===== config.mk =====
export PLATFORM = sky130hd
export DESIGN_NAME = multicycle_control_unit
export DESIGN_NICKNAME = d
export VERILOG_FILES = /design/src/rtl/multicycle_control_unit.sv
export SDC_FILE = /design/constraint.sdc
export NUM_CORES = 1
export LEC_CHECK = 0
export CORE_MARGIN = 4
export CORE_UTILIZATION = 51
export DETAILED_ROUTE_END_ITERATION = 12
export PLACE_DENSITY = 0.82
export SYNTH_ARGS = -nofsm -noshare
export SYNTH_HDL_FRONTEND = slang
export SYNTH_SLANG_ARGS = --single-unit

===== constraint.sdc =====
create_clock -name clk -period 1.9 [get_ports clk]
set_input_delay 0.475 -clock clk [delete_from_list [all_inputs] [get_ports clk]]
set_output_delay 0.475 -clock clk [all_outputs]
set_load 0.02 [all_outputs]

===== src/rtl/multicycle_control_unit.sv =====
// Multi-cycle instruction sequencer: steps each opcode through FETCH/DECODE/EXEC/MEM/WB,
// owns the imem/dmem req/ack handshakes and issues per-state datapath control pulses.
module multicycle_control_unit #(
  parameter int OPCODE_WIDTH = 5,
  parameter int ALU_FUNC_W   = 3,
  parameter int TIMEOUT      = 15,
  parameter int CNT_WIDTH    = 16
) (
  input  logic                    clk,
  input  logic                    rst_n,
  input  logic [OPCODE_WIDTH-1:0] opcode,
  input  logic                    flag_z,
  input  logic                    flag_l,
  input  logic                    flag_g,
  input  logic                    imem_ack,
  input  logic                    dmem_ack,
  output logic                    imem_req,
  output logic                    dmem_req,
  output logic                    dm_write_enable,
  output logic                    ir_write,
  output logic                    pc_inc,
  output logic                    pc_load,
  output logic                    reg_write,
  output logic                    is_move,
  output logic                    is_imm,
  output logic                    is_mem_access,
  output logic [ALU_FUNC_W-1:0]   alu_function,
  output logic                    flags_write,
  output logic                    halted,
  output logic                    bus_error,
  output logic [CNT_WIDTH-1:0]    retired
);

  typedef enum logic [2:0] {
    S_FETCH, S_DECODE, S_EXEC, S_MEM, S_WB, S_HALT
  } state_t;

  localparam logic [7:0] TMO_LAST = 8'(TIMEOUT - 1);

  state_t     state;
  logic [7:0] wait_cnt;

  logic [4:0] op_lo;
  logic       op_ok;
  logic       dec_nop, dec_mov, dec_movi, dec_load, dec_store;
  logic       dec_alu, dec_jump, dec_halt, dec_illegal, jump_taken;

  assign op_lo = opcode[4:0];
  // Any opcode bit above [4:0] marks the instruction illegal.
  assign op_ok = ~|(opcode >> 5);

  always_comb begin
    dec_nop     = op_ok && (op_lo == 5'h00);
    dec_mov     = op_ok && (op_lo == 5'h01);
    dec_movi    = op_ok && (op_lo == 5'h02);
    dec_load    = op_ok && (op_lo == 5'h03);
    dec_store   = op_ok && (op_lo == 5'h04);
    dec_alu     = op_ok && (op_lo[4:3] == 2'b01 || op_lo[4:3] == 2'b10);
    dec_jump    = op_ok && (op_lo >= 5'h18) && (op_lo <= 5'h1C);
    dec_halt    = op_ok && (op_lo == 5'h1F);
    dec_illegal = !(dec_nop || dec_mov || dec_movi || dec_load || dec_store ||
                    dec_alu || dec_jump || dec_halt);
    case (op_lo)
      5'h18:   jump_taken = 1'b1;
      5'h19:   jump_taken = flag_z;
      5'h1A:   jump_taken = !flag_z;
      5'h1B:   jump_taken = flag_l;
      5'h1C:   jump_taken = flag_g;
      default: jump_taken = 1'b0;
    endcase
  end

  // Mux controls follow the IR opcode while an instruction is in flight (DECODE..WB).
  logic in_flight;
  assign in_flight     = (state == S_DECODE) || (state == S_EXEC) ||
                         (state == S_MEM)    || (state == S_WB);
  assign is_move       = in_flight && (dec_mov || dec_movi);
  assign is_imm        = in_flight && (dec_movi || (dec_alu && op_lo[4]));
  assign is_mem_access = in_flight && (dec_load || dec_store);
  assign alu_function  = (in_flight && dec_alu) ? ALU_FUNC_W'(op_lo[2:0]) : '0;

  // IR latch and PC increment coincide with the accepting imem edge.
  assign ir_write = (state == S_FETCH) && imem_req && imem_ack;
  assign pc_inc   = ir_write;
  assign pc_load  = (state == S_EXEC) && dec_jump && jump_taken;

  logic bus_req, bus_ack, timed_out;
  assign bus_req   = imem_req || dmem_req;
  assign bus_ack   = (imem_req && imem_ack) || (dmem_req && dmem_ack);
  assign timed_out = bus_req && !bus_ack && (wait_cnt == TMO_LAST);

  // NOTE: async reset clears every state bit, including in-flight requests; all
  // state updates use non-blocking assignments so the block reads pre-edge values.
  always_ff @(posedge clk or negedge rst_n) begin
    if (!rst_n) begin
      state           <= S_FETCH;
      wait_cnt        <= '0;
      imem_req        <= 1'b0;
      dmem_req        <= 1'b0;
      dm_write_enable <= 1'b0;
      reg_write       <= 1'b0;
      flags_write     <= 1'b0;
      halted          <= 1'b0;
      bus_error       <= 1'b0;
      retired         <= '0;
    end else begin
      // NOTE: pulses default low here so every branch below only raises them.
      reg_write   <= 1'b0;
      flags_write <= 1'b0;
      wait_cnt    <= (bus_req && !bus_ack && !timed_out) ? wait_cnt + 8'd1 : '0;

      if (timed_out) begin
        state           <= S_HALT;
        imem_req        <= 1'b0;
        dmem_req        <= 1'b0;
        dm_write_enable <= 1'b0;
        bus_error       <= 1'b1;
        halted          <= 1'b1;
      end else begin
        case (state)
          S_FETCH: begin
            if (!imem_req) begin
              imem_req <= 1'b1;
            end else if (imem_ack) begin
              imem_req <= 1'b0;
              state    <= S_DECODE;
            end
          end
          S_DECODE: begin
            if (dec_illegal) begin
              bus_error <= 1'b1;
              halted    <= 1'b1;
              state     <= S_HALT;
            end else if (dec_halt) begin
              halted <= 1'b1;
              state  <= S_HALT;
            end else begin
              flags_write <= dec_alu;
              state       <= S_EXEC;
            end
          end
          S_EXEC: begin
            if (dec_alu || dec_mov || dec_movi) begin
              reg_write <= 1'b1;
              state     <= S_WB;
            end else if (dec_load || dec_store) begin
              dmem_req        <= 1'b1;
              dm_write_enable <= dec_store;
              state           <= S_MEM;
            end else begin
              imem_req <= 1'b1;
              retired  <= retired + CNT_WIDTH'(1);
              state    <= S_FETCH;
            end
          end
          S_MEM: begin
            if (dmem_ack) begin
              dmem_req        <= 1'b0;
              dm_write_enable <= 1'b0;
              if (dec_load) begin
                reg_write <= 1'b1;
                state     <= S_WB;
              end else begin
                imem_req <= 1'b1;
                retired  <= retired + CNT_WIDTH'(1);
                state    <= S_FETCH;
              end
            end
          end
          S_WB: begin
            imem_req <= 1'b1;
            retired  <= retired + CNT_WIDTH'(1);
            state    <= S_FETCH;
          end
          default: ;  // S_HALT is absorbing
        endcase
      end
    end
  end

endmodule


Fig. 1: nets reached from selected ports
Scale: 4 px per um.
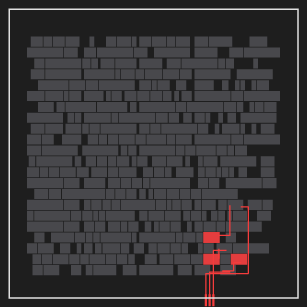
[red] alu_function | bits: 3 | direction: output | edge: bottom | end cells: 3 | wire: 79.6 um
Port Buffers: 43
# IOs: 44

Fig. 2: routing congestion map
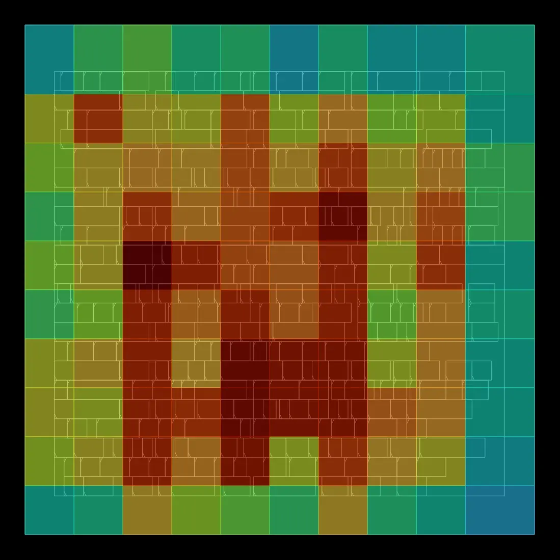
DR WL/cell: 21.28 um
met2 GRT Util: 46.33%
GR peak layer: met2
met1 Use GR: 34.39%
GRT Util Overall: 27.76%

==> flow_summary.ini <==
; generated from flow reports
[power]
clock_power_mw = 0.649
leakage_nw = 1.472
p_total_mw = 4.316
comb-power_mw = 2.52
ir_drop_mv = 1.346
top_power_group = combinational logic
pwr_density_cell_mw_per_mm2 = 1314

[hold_path]
min_from = retired[15]
min_to = retired[15]
min_path_cells = 1

[layout]
top_register = retired
drive_gt1_share_pct = 40.38
syn2layout_area_growth_pct = 58.04
comb_area_mm2 = 0.001319
fin_cells = 360
fin_nets = 327
seq-cell-share_pct = 25.90
final_cell_mix = buf_4, dfrtp_1, clkdlybuf4s50_1, xor2_1, buf_6
utilization_pct = 86.46
inv_count = 6
area_share_nonclk_buffers_pct = 28.11
comb_share_pct = 40.15
clock_buffers = 5
antenna_cells = 0
ff_count = 34
comb_cells = 159
dominant_cells = combinational gates
largest_reg_flops = 16
biggestRegsByFlops = retired: 16 flops, wait_cnt: 8 flops, state: 3 flops

[worst_setup_path]
crit_chain = buf_6, buf_6, or2_1, a211oi_2, o211ai_4, buf_12, buf_8, nor3_1, xor2_1
r2r-start = state[0]
crit_type = register to register
path_buffers = 4
cp_top_family = buffers and inverters
end_kind = register
rrSetupSlack_ns = -0.26
crit_top_cell = buf_6
crit_path_max_fanout = 5
crit_end = retired[5]
r2r.worst_path.cells = 9
required_ns = 2.10
max_stage_delay_ns = 0.40

[drt]
remaining_drc_errors = 0
drt_iter0_drc = 197
viasPerCell = 6.183
drt_pass1_iterations = 5

[final_timing]
fin_ws_ns = -0.2550
period_minus_slack_ns = 2.155
max_freq_ghz = 0.4640
finalHoldViolCount = 0
slew_headroom_pct = 68.41
setup_viol = 24
finClkSkew_ns = 0.008777
rsz0062_at_grt = yes

[synthesis]
ys_types = 53
xor_share_pct = 9.272
logic_family = simple AND/OR/NAND/NOR gates
postSynth.asyncResetShare_pct = 100.0
avgSynthCellArea_um2 = 9.849
netlist_instances = 211
simple_gate_area_share_pct = 29.50
synth_nets = 227
edf_count = 0
mux_share_pct = 1.505
yosys.stat.seqShare_pct = 40.94
ys_ff = 34
yosys-stat-cells = 211
yosys_warnings = 0

[flow_run]
drv_cap = 0

[placed_design]
place_hpwl_um = 4067
gp_congestion = 0.8844
dp_slack_ns = -0.8829
placed_area_mm2 = 0.002885

[cts]
ctsHoldBuffers = 0
cts.sinks = 34
insertion_delay_ns = 0.29
clockRootBuffer = clkbuf_8
cts_tree = done

[grt]
grt_overflow = 0
grt_pass1_wl_um = 11310
grt_max_degree = 35
antenna_found_initial = 0

[run_status]
status = finished, violations left
violations = setup timing

[die]
fp.dieArea_mm2 = 0.005160
num_rows = 22
Fig. 3: routed metal, one colour a layer
Scale: 4 px per um.
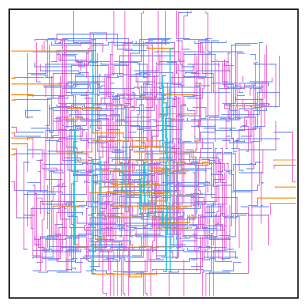
[orange] metal 3 | wire length: 512 um
[magenta] metal 2 | wire length: 3790 um
[cyan] metal 4 | wire length: 440 um
[blue] metal 1 | wire length: 2920 um
drt total wl: 7660 um
via count: 2226

Fig. 4: pin map
Scale: 4 px per um. Pins as bars across the die edge, other pins in grey.
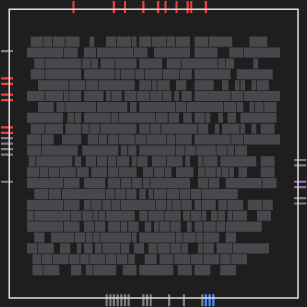
[red] retired | pins: 16 | direction: output | edge: 10 top, 6 left
[purple] dmem_req | pins: 1 | direction: output | edge: right
[blue] alu_function | pins: 3 | direction: output | edge: bottom
die width: 71.84 um
Die Ht: 71.84 um

Yosys cell counts, drive strengths merged (6+ instances only):
library cell | n | area share (%)
buf | 10 | 3.2
inv | 6 | 1.1
xor2 | 20 | 8.4
a21oi | 10 | 2.6
and3 | 6 | 2.0
nand4 | 11 | 3.3
nor3 | 8 | 2.2
o21ai | 6 | 1.6
nand2 | 16 | 2.9
nor2 | 16 | 3.3
nand3 | 10 | 2.4
dfrtp | 34 | 41
nor4 | 7 | 4.3
per-layer routing:
metal	global-route usage [%]	part of all wire, %	vias to the layer above
met1	34.39	38	1092
met5	0	0	-
met3	5.189	6.7	43
met4	13.36	5.7	0
li1	-	-	953
met2	46.33	49	138
